==> run_1/zoom.png <==
The bar under the picture is 10 um long. Window x 31 to 71, y 11 to 51 um. Cells in gray, sequential cells in the stronger gray; small squares are vias.
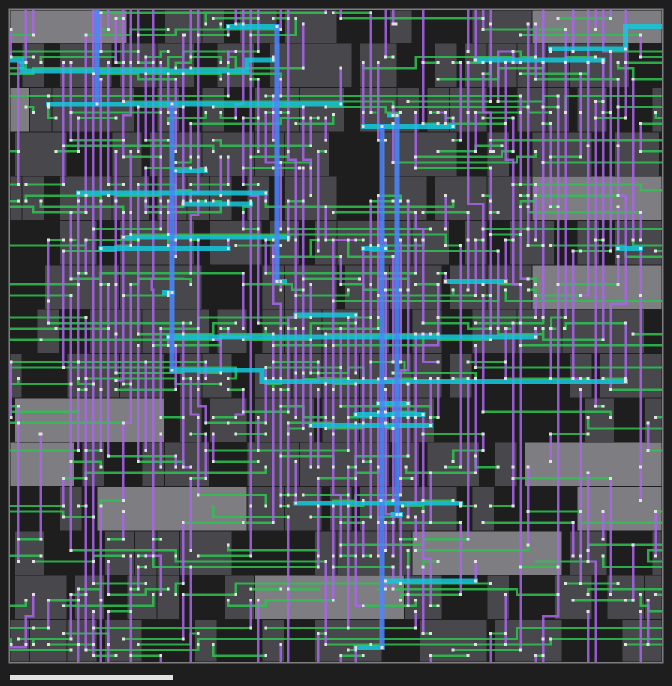
==> run_1/met1.png <==
The bar under the picture is 20 um long. Supply wires on this layer in gray. Cells faint in the background.
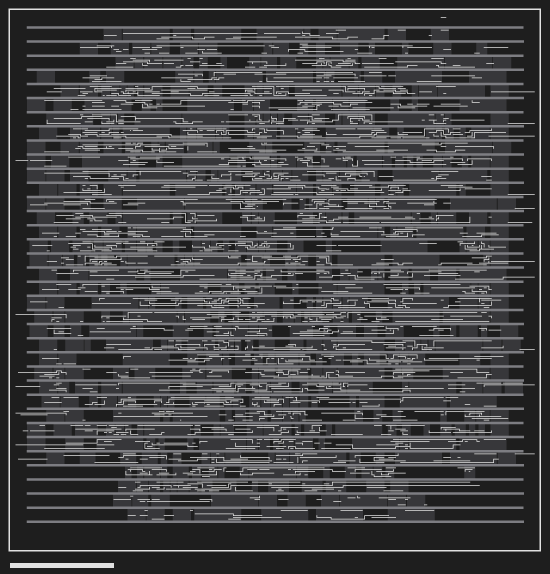
==> run_1/final_congestion.png <==
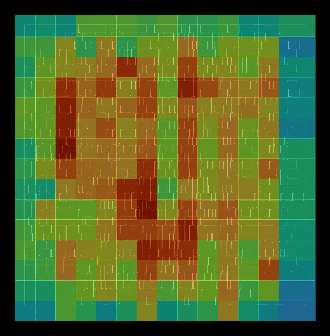
==> run_1/met2.png <==
The bar under the picture is 20 um long. Cells faint in the background.
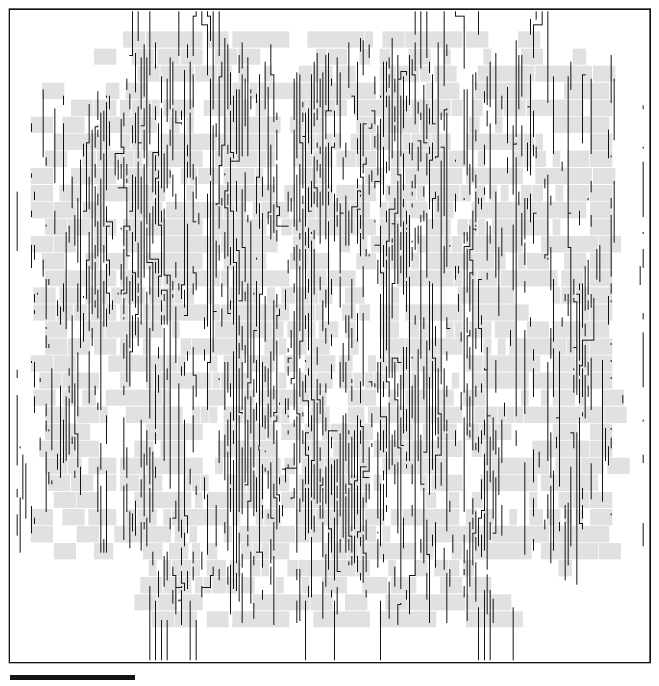
`src/rtl/fp_mult_round.sv`:
```
// Normalise, round and pack stage for the single-precision multiplier datapath.
// Two registered stages with valid/ready flow control and a sticky exception register.
module fp_mult_round #(
  parameter int PIPE_OUT = 1
) (
  input  logic        clk,
  input  logic        rst,
  input  logic        InValid,
  output logic        InReady,
  input  logic        Sign,
  input  logic [9:0]  ExpSum,
  input  logic [47:0] Mant,
  input  logic        InZero,
  input  logic        InInf,
  input  logic        InNaN,
  input  logic [2:0]  Ctrl,
  output logic        OutValid,
  input  logic        OutReady,
  output logic [31:0] P,
  output logic [3:0]  Flags,
  input  logic        FlagClr,
  output logic [3:0]  Status
);

  generate
    if (PIPE_OUT != 1) begin : g_param_check
      $error("fp_mult_round: only PIPE_OUT=1 is supported");
    end
  endgenerate

  logic               s1_valid_reg;
  logic               s1_sign_reg;
  logic signed [10:0] s1_exp_reg;
  logic [23:0]        s1_kept_reg;
  logic               s1_g_reg;
  logic               s1_s_reg;
  logic               s1_zero_reg;
  logic               s1_inf_reg;
  logic               s1_nan_reg;
  logic [2:0]         s1_ctrl_reg;

  logic               s2_load;
  logic signed [10:0] exp_in;

  assign s2_load = !OutValid | OutReady;
  assign InReady = !s1_valid_reg | s2_load;
  // Sign-extend to 11 bits so the normalisation increment can never wrap.
  assign exp_in  = {ExpSum[9], ExpSum} + {10'd0, Mant[47]};

  always_ff @(posedge clk or posedge rst) begin
    if (rst) begin
      s1_valid_reg <= 1'b0;
      s1_sign_reg  <= 1'b0;
      s1_exp_reg   <= '0;
      s1_kept_reg  <= '0;
      s1_g_reg     <= 1'b0;
      s1_s_reg     <= 1'b0;
      s1_zero_reg  <= 1'b0;
      s1_inf_reg   <= 1'b0;
      s1_nan_reg   <= 1'b0;
      s1_ctrl_reg  <= '0;
    end else if (InReady) begin
      s1_valid_reg <= InValid;
      s1_sign_reg  <= Sign;
      s1_exp_reg   <= exp_in;
      s1_kept_reg  <= Mant[47] ? Mant[47:24] : Mant[46:23];
      s1_g_reg     <= Mant[47] ? Mant[23] : Mant[22];
      s1_s_reg     <= Mant[47] ? (|Mant[22:0]) : (|Mant[21:0]);
      s1_zero_reg  <= InZero | (Mant == 48'd0);
      s1_inf_reg   <= InInf;
      s1_nan_reg   <= InNaN;
      s1_ctrl_reg  <= Ctrl;
    end
  end

  logic               inc;
  logic [24:0]        sum;
  logic signed [10:0] exp_r;
  logic               to_inf;
  logic [31:0]        p_next;
  logic [3:0]         flags_next;
  logic               unused_hidden;

  // The hidden bit is implicit in the packed format; a carry leaves sum[22:0] at zero.
  assign unused_hidden = sum[23];
  assign to_inf = !s1_ctrl_reg[2] &
                  ((s1_ctrl_reg[1:0] == 2'b00) |
                   ((s1_ctrl_reg[1:0] == 2'b10) & !s1_sign_reg) |
                   ((s1_ctrl_reg[1:0] == 2'b11) & s1_sign_reg));

  always_comb begin
    inc = 1'b0;
    unique case (s1_ctrl_reg[1:0])
      2'b00:   inc = s1_g_reg & (s1_s_reg | s1_kept_reg[0]);
      2'b01:   inc = 1'b0;
      2'b10:   inc = (s1_g_reg | s1_s_reg) & !s1_sign_reg;
      default: inc = (s1_g_reg | s1_s_reg) & s1_sign_reg;
    endcase
    sum   = {1'b0, s1_kept_reg} + {24'd0, inc};
    exp_r = sum[24] ? (s1_exp_reg + 11'sd1) : s1_exp_reg;

    p_next     = {s1_sign_reg, exp_r[7:0], sum[22:0]};
    flags_next = {3'b000, s1_g_reg | s1_s_reg};
    if (s1_nan_reg | (s1_inf_reg & s1_zero_reg)) begin
      p_next     = 32'h7FC00000;
      flags_next = {s1_inf_reg & s1_zero_reg, 3'b000};
    end else if (s1_inf_reg) begin
      p_next     = {s1_sign_reg, 8'hFF, 23'd0};
      flags_next = 4'b0000;
    end else if (s1_zero_reg) begin
      p_next     = {s1_sign_reg, 31'd0};
      flags_next = 4'b0000;
    end else if (exp_r >= 11'sd255) begin
      p_next     = to_inf ? {s1_sign_reg, 8'hFF, 23'd0} : {s1_sign_reg, 8'hFE, 23'h7FFFFF};
      flags_next = 4'b0101;
    end else if (exp_r <= 11'sd0) begin
      p_next     = {s1_sign_reg, 31'd0};
      flags_next = 4'b0011;
    end
  end

  always_ff @(posedge clk or posedge rst) begin
    if (rst) begin
      OutValid <= 1'b0;
      P        <= '0;
      Flags    <= '0;
    end else if (s2_load) begin
      OutValid <= s1_valid_reg;
      if (s1_valid_reg) begin
        P     <= p_next;
        Flags <= flags_next;
      end
    end
  end

  // A clear request takes precedence over flags arriving in the same cycle.
  always_ff @(posedge clk or posedge rst) begin
    if (rst) begin
      Status <= '0;
    end else if (FlagClr) begin
      Status <= '0;
    end else if (OutValid & OutReady) begin
      Status <= Status | Flags;
    end
  end

endmodule

```
`config.mk`:
```
export PLATFORM = sky130hd
export DESIGN_NAME = fp_mult_round
export DESIGN_NICKNAME = d
export VERILOG_FILES = /design/src/rtl/fp_mult_round.sv
export SDC_FILE = /design/constraint.sdc
export NUM_CORES = 1
export LEC_CHECK = 0
export CAP_MARGIN = 10
export CORE_AREA = 3 3 99 101
export CTS_CLUSTER_SIZE = 16
export DETAILED_ROUTE_END_ITERATION = 16
export DIE_AREA = 0 0 102 104
export GPL_TIMING_DRIVEN = 0
export PLACE_DENSITY_LB_ADDON = 0.25
export SYNTH_ARGS = -nofsm -noshare
export SYNTH_HDL_FRONTEND = slang
export SYNTH_SLANG_ARGS = --single-unit
```
`constraint.sdc`:
```
create_clock -name clk -period 9.5 [get_ports clk]
set_input_delay 1.425 -clock clk [delete_from_list [all_inputs] [get_ports clk]]
set_output_delay 1.425 -clock clk [all_outputs]
set_load 0.05 [all_outputs]
```
==> flow_metrics.env, run 1 <==
# flow metrics
export IMPL_finalCritPeriodShare_pct=56.8
export IMPL_yosysWarningCount=0
export IMPL_largest_reg_flops=32
export IMPL_cts_resized=0
export IMPL_crit_family="buffers and inverters"
export IMPL_min_to="P[2]"
export IMPL_crit_path_start_kind="primary input"
export IMPL_nNonClkBuffers=150
export IMPL_period_minus_slack_ns=5.39
export IMPL_ff_type="dfrtp_1"
export IMPL_grt_ovfl_total=0
export IMPL_hp_class="reg2reg"
export IMPL_design_area_mm2=0.00639
export IMPL_hold_violations=0
export IMPL_worstSetupPathDepth=5
export IMPL_drv_cap=0
export IMPL_slew_headroom_pct=50.7
export IMPL_clk_pin_slew_ns=0.09
export IMPL_dr_max_layer_used="met4"
export IMPL_syn_area_mm2=0.00493
export IMPL_ios=112
export IMPL_numCtsBuffers=9
export IMPL_outcome="finished clean"
export IMPL_r2r_start="s1_ctrl_reg[1]"
export IMPL_fp_coreArea_mm2=0.00911
export IMPL_ys_sh_adder_pct=1.52
export IMPL_route_met3_wl_um=804
export IMPL_top_cells_by_count="dfrtp_1 (86), nor2_1 (61), nand2_1 (56)"
export IMPL_drive_gt1_share_pct=4.75
export IMPL_first_iter_violations=387
export IMPL_post_route_util_pct=70.2
export IMPL_synth_distinct_cells=49
export IMPL_maxSlewViolCount=0
export IMPL_seq_share_pct=33.7
export IMPL_yosys_area_share_aoi_pct=16.7
export IMPL_fin_cells=784
export IMPL_synthXorXnorAreaFrac_pct=6.93
export IMPL_n_all_inverters=5
export IMPL_top_cells_by_area="dfrtp_1 (44%), mux2i_1 (5.3%), nor2_1 (4.6%), nand2_1 (4.3%), a21oi_1 (4.2%)"
export IMPL_numSynthFlops=86
export IMPL_row_count=35
export IMPL_crit_fanout=10
export IMPL_num_antenna_cells=0
export IMPL_fillCellCount=736
export IMPL_nClkBuffers=11
export IMPL_synth_top_cell_by_count="dfrtp_1"
export IMPL_nNetsFinal=744
export IMPL_comb_area_share_pct=40.7
export IMPL_timing_critical_path_mode_cell="clkdlybuf4s50_1"
export IMPL_ir_drop_v=0.0000820
export IMPL_grtUsageMet3_pct=4.56
export IMPL_finClkSkew_ns=0.0140
export IMPL_met2_length_mm=6.36
export IMPL_muxShareOfSynthArea_pct=7.34
export IMPL_cts_tree="done"
export IMPL_max_stage_delay_ns=0.90
export IMPL_antenna_found_initial=0
export IMPL_path_class="in2out"
export IMPL_tool_warnings=26
export IMPL_die_width_um=102
export IMPL_clockBufferDepth=2
export IMPL_fin_tns_setup_ns=0
export IMPL_largestClassByArea="multi-input combinational cells"
export IMPL_postRouteAntennaNets=0
export IMPL_wl_met1_mm=5.88
export IMPL_synthesis_instances=545
export IMPL_cp_end_kind="output port"
-- zoom.png (at the start) --
Key: blue = met4; purple = met2; cyan = met3; green = met1
Sequential cells in the window: 10. 162 logic cells have their middle in the window. Most frequent: nand2_1 (17), clkbuf_1 (13), nor2_1 (13). Netlist names of flops here include P (4), s1_exp_reg (3).

-- met1.png (at the start) --
The wires run mostly horizontal. The layer carries 5880 um of wire. The layer holds 44% of the routed length. The longest straight run is 26.7 um. 659 nets have wire on it.
GR Util met1: 35.3%
WL final: 13.3 mm

-- final_congestion.png (at the start) --
met2 Usage GRT: 40.8%
GRT Total Usage: 25.5%

-- met2.png (at the start) --
The longest straight run is 47.9 um. The layer holds 48% of the routed length. The wires run mostly vertical. 636 nets have wire on it.
Vias: 4674

run 1: report_power, final:
group | leakage [nW] | internal (W) | switching, W
clock network | 0.0899 | 0.000122 | 0.000131
logic | 1.38 | 0.000127 | 0.000192
registers | 1.04 | 0.000407 | 0.0000424
run 1: cells in the final DEF (no fill, tap or decap), types with 4 or more instances in the layout:
master,count
xor2_1,19
a32oi_1,22
nor3_1,5
ha_1,6
clkbuf_1,33
mux2_2,9
xnor2_1,20
nor2_1,61
inv_1,4
or3_1,5
nand2_1,56
o21ai_0,15
o21ai_1,20
nand3_1,20
nor4_1,17
dfrtp_1,86
mux2i_1,26
buf_1,4
nand2b_1,6
nand4_1,15
and2_1,5
a31oi_1,9
a21oi_1,41
clkdlybuf4s50_1,111
clkbuf_8,9
==> run_1/drive_strength.png <==
The bar under the picture is 20 um long.
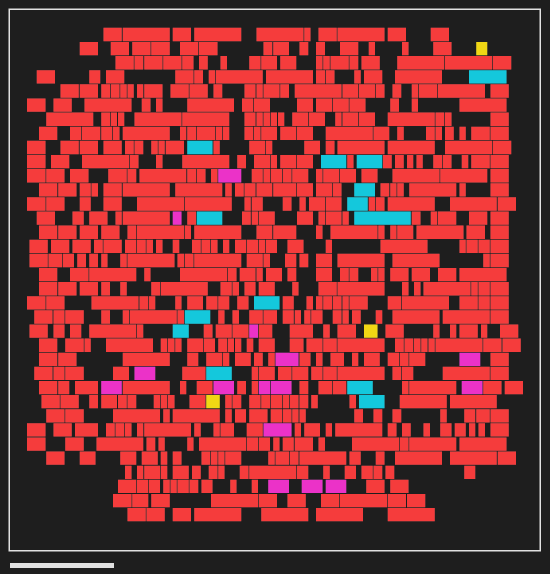

--- run 2 (diff from run 1) ---
Settings changed: CORE_AREA 3 3 99 101 to 3 3 108 110, DIE_AREA 0 0 102 104 to 0 0 111 113.
Clock period 9.5 ns to 4.4 ns, I/O delays scaled along.
==> run_2/drive_strength.png <==
The bar under the picture is 20 um long.
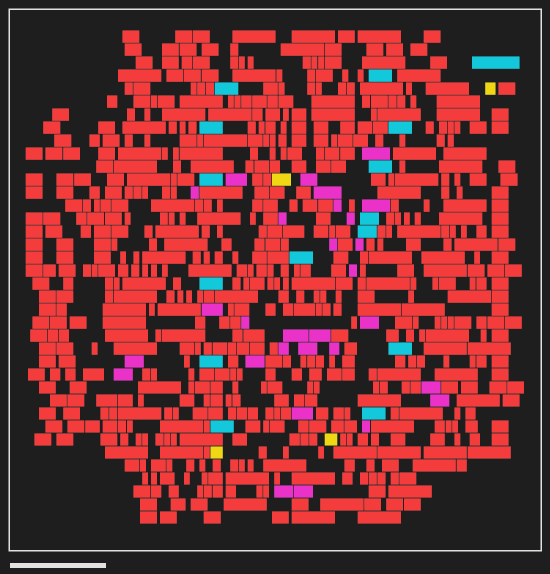
Key: red = drive 1 or less [cells 626]; yellow = drive 3 to 4 [cells 4]; cyan = drive 6 and up [cells 15]; magenta = drive 2 [cells 29]
P&R area growth vs syn: 31.7%
Final Instance Area: 0.00649 mm2
non-clock buffer instance count of the final layout: 151
final setup margin: 0.202 ns

==> run_2/zoom.png <==
The bar under the picture is 10 um long. Window x 36 to 76, y 14 to 54 um. Cells in gray, sequential cells in the stronger gray; small squares are vias.
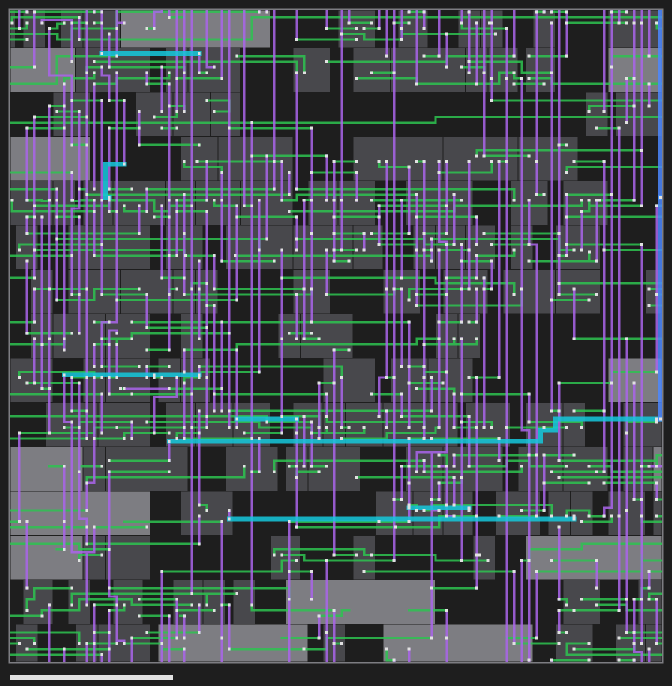
Key: cyan = met3; purple = met2; green = met1; blue = met4
Most frequent: nor2_1 (13), nand2_1 (13), o21ai_0 (9). 136 logic cells have their middle in the window. Sequential cells in the window: 7. Netlist names of flops here include s1_exp_reg (3).

==> flow_metrics.env, run 2 <==
# flow metrics
export IMPL_clockBufferDepth=2
export IMPL_crit_path_start_kind="flop"
export IMPL_ys_top_logic_family="simple AND/OR/NAND/NOR gates"
export IMPL_finalPower_w=0.00220
export IMPL_first_iter_violations=294
export IMPL_internal_power_w=0.00141
export IMPL_seq_cell_count=86
export IMPL_power_density_mw_per_mm2=339
export IMPL_ff_type="dfrtp_1"
export IMPL_drv_cap=0
export IMPL_gr_usage_all_layers_pct=21.8
export IMPL_fp_dieH_um=113
export IMPL_post_route_util_pct=60.1
export IMPL_ys_cells=545
export IMPL_placed_area_mm2=0.00624
export IMPL_nClkBuffers=13
export IMPL_drcViolationCount=0
export IMPL_lay_top_cells="clkdlybuf4s50_1 (111), dfrtp_1 (86), nor2_1 (61)"
export IMPL_fmax_mhz=238
export IMPL_n_tap_cell=140
export IMPL_seq_area_mm2=0.00215
export IMPL_leakagePower_nw=2.54
export IMPL_n_all_inverters=5
export IMPL_hp_class="reg2reg"
export IMPL_switchingPower_w=0.000790
export IMPL_critPathArrivalTime_ns=4.44
export IMPL_antenna_found_initial=0
export IMPL_tightest_slew_ns=0.733
export IMPL_cts_tree="done"
export IMPL_first_pass_iters=5
export IMPL_comb_area_share_pct=40.7
export IMPL_edf_count=0
export IMPL_dieArea_mm2=0.0125
export IMPL_dpl_worst_slack_ns=-0.0822
export IMPL_num_multi_input_gates=416
export IMPL_synthArstFlopShare_pct=100
export IMPL_portBuffers=111
export IMPL_drive_gt1_share_pct=7.12
export IMPL_maxSlewViolCount=0
export IMPL_synthesis_instances=545
export IMPL_clk_share_pct=2.87
export IMPL_ys_sh_adder_pct=1.52
export IMPL_muxShareOfSynthArea_pct=7.34
export IMPL_numSynthFlops=86
export IMPL_nonClkBufAreaFrac_pct=20.2
export IMPL_fp_util_pct=45.7
export IMPL_largestClassByArea="multi-input combinational cells"
export IMPL_syn_area_mm2=0.00493
export IMPL_row_count=38
export IMPL_outcome="finished clean"
export IMPL_pwr_share_comb_pct=31.9
export IMPL_cts_resized=3
export IMPL_synth_distinct_cells=49
export IMPL_seq_power_share_pct=44.0
export IMPL_postRouteAntennaNets=0
export IMPL_slew_headroom_pct=50.8
export IMPL_max_stage_delay_ns=0.57
export IMPL_wire_per_inst_um=16.4
export IMPL_lay_top_count="clkdlybuf4s50_1"
export IMPL_hpwl_mm=10.5
export IMPL_grt_max_degree=47
export IMPL_clkPwrFrac_pct=24.1
export IMPL_tool_warnings=26
export IMPL_numCtsBuffers=9
export IMPL_fin_tns_setup_ns=0
export IMPL_timing_critical_path_mode_cell="ha_1"
export IMPL_dp_cells=797
export IMPL_vias=4609
export IMPL_hold_violations=0
export IMPL_num_antenna_cells=0
export IMPL_comb_cell_power_w=0.000701
export IMPL_fillCellCount=1003
export IMPL_powerClk_w=0.000530
export IMPL_synthSimpleGateAreaFrac_pct=20.3
export IMPL_grt_pass1_vias=4601
export IMPL_h_tree_depth=3
export IMPL_period_minus_slack_ns=4.20
export IMPL_finalCritPeriodShare_pct=95.4
export IMPL_largest_reg_flops=32
export IMPL_grt_ovfl_total=0
export IMPL_hold_slack_ns=0.493
export IMPL_postSynthSeqShare_pct=43.7
export IMPL_crit_chain="nor2b_1 > ha_1 > nor2b_1 > a21oi_1 > o22ai_1 > ha_1 > ha_1 > nand3_2 > or3_4 > buf_2 > or4_1 > a22oi_2 > nand2_2 > buf_2 > a32oi_1 > o21ai_1"
export IMPL_top_cells_by_area="dfrtp_1 (44%), mux2i_1 (5.3%), nor2_1 (4.6%), nand2_1 (4.3%), a21oi_1 (4.2%)"
export IMPL_fp_coreArea_mm2=0.0108
export IMPL_drt_vias_per_instance=5.66
export IMPL_cts_sinks=86
export IMPL_root_buffer="clkbuf_8"
export IMPL_p_sw_share_pct=35.9
export IMPL_die_width_um=111
export IMPL_finClkSkew_ns=0.00466
export IMPL_syn_avg_cell_area_um2=9.04
export IMPL_top_cells_by_count="dfrtp_1 (86), nor2_1 (61), nand2_1 (56)"
export IMPL_yosys_area_share_aoi_pct=16.7
export IMPL_synth_top_area_share_pct=43.7
export IMPL_yosysWarningCount=0
export IMPL_wirelength_mm=13.3
export IMPL_crit_fanout=10
export IMPL_combGateArea_mm2=0.00264
export IMPL_nNetsFinal=745
export IMPL_clock_latency_ns=0.36
export IMPL_crit_required_ns=4.65
export IMPL_crit_slowest_cell="or4_1"
export IMPL_setup_viol_count_final=0
export IMPL_fp_nets=621
export IMPL_ios=112
export IMPL_ir_drop_v=0.000142
export IMPL_synthXorXnorAreaFrac_pct=6.93
export IMPL_cts_hold_buffers_added=0
export IMPL_ys_area_mm2=0.00493
export IMPL_fin_cells=814
export IMPL_grt_pass1_wl_mm=22.5
export IMPL_synth_top_cell_by_count="dfrtp_1"
export IMPL_path_class="reg2reg"
export IMPL_seq_share_pct=33.2
export IMPL_clk_pin_slew_ns=0.08
export IMPL_postCtsSetupBuffers=0
export IMPL_crit_family="simple AND/OR/NAND/NOR gates"
export IMPL_top_area_cell="dfrtp_1"
export IMPL_top_power_group="registers"
export IMPL_cp_end_kind="flop"
export IMPL_seq_power_w=0.000967
-- run 2: cell counts after synthesis --
No cell type changed its count.
-- run 2: final timing paths --
| kind | from | cells after the start | slack (ns) | endpoint |
|---|---|---|---|---|
| max | s1_ctrl_reg[1] | 16 | 0.20 | P[8] |
| min | P[5] | 2 | 0.49 | P[5] |
| max reg2reg | s1_ctrl_reg[1] | 16 | 0.20 | P[8] |
| min reg2reg | P[5] | 2 | 0.49 | P[5] |
| max in group asynchronous | rst | 3 | 3.11 | s1_exp_reg[6] |
| min in group asynchronous | rst | 2 | 0.69 | P[7] |
-- run 2: layer usage --
metal  global-route usage [%]  part of all wire (%)  up-vias
li1                         -                     -     2230
met1                     29.6                    45     2208
met2                     36.3                    48      162
met3                     3.74                   6.0        9
met4                     5.99                  0.93        0
met5                        0                     0        -
Power figures rest on the tool's default switching activity, not on a simulated workload.
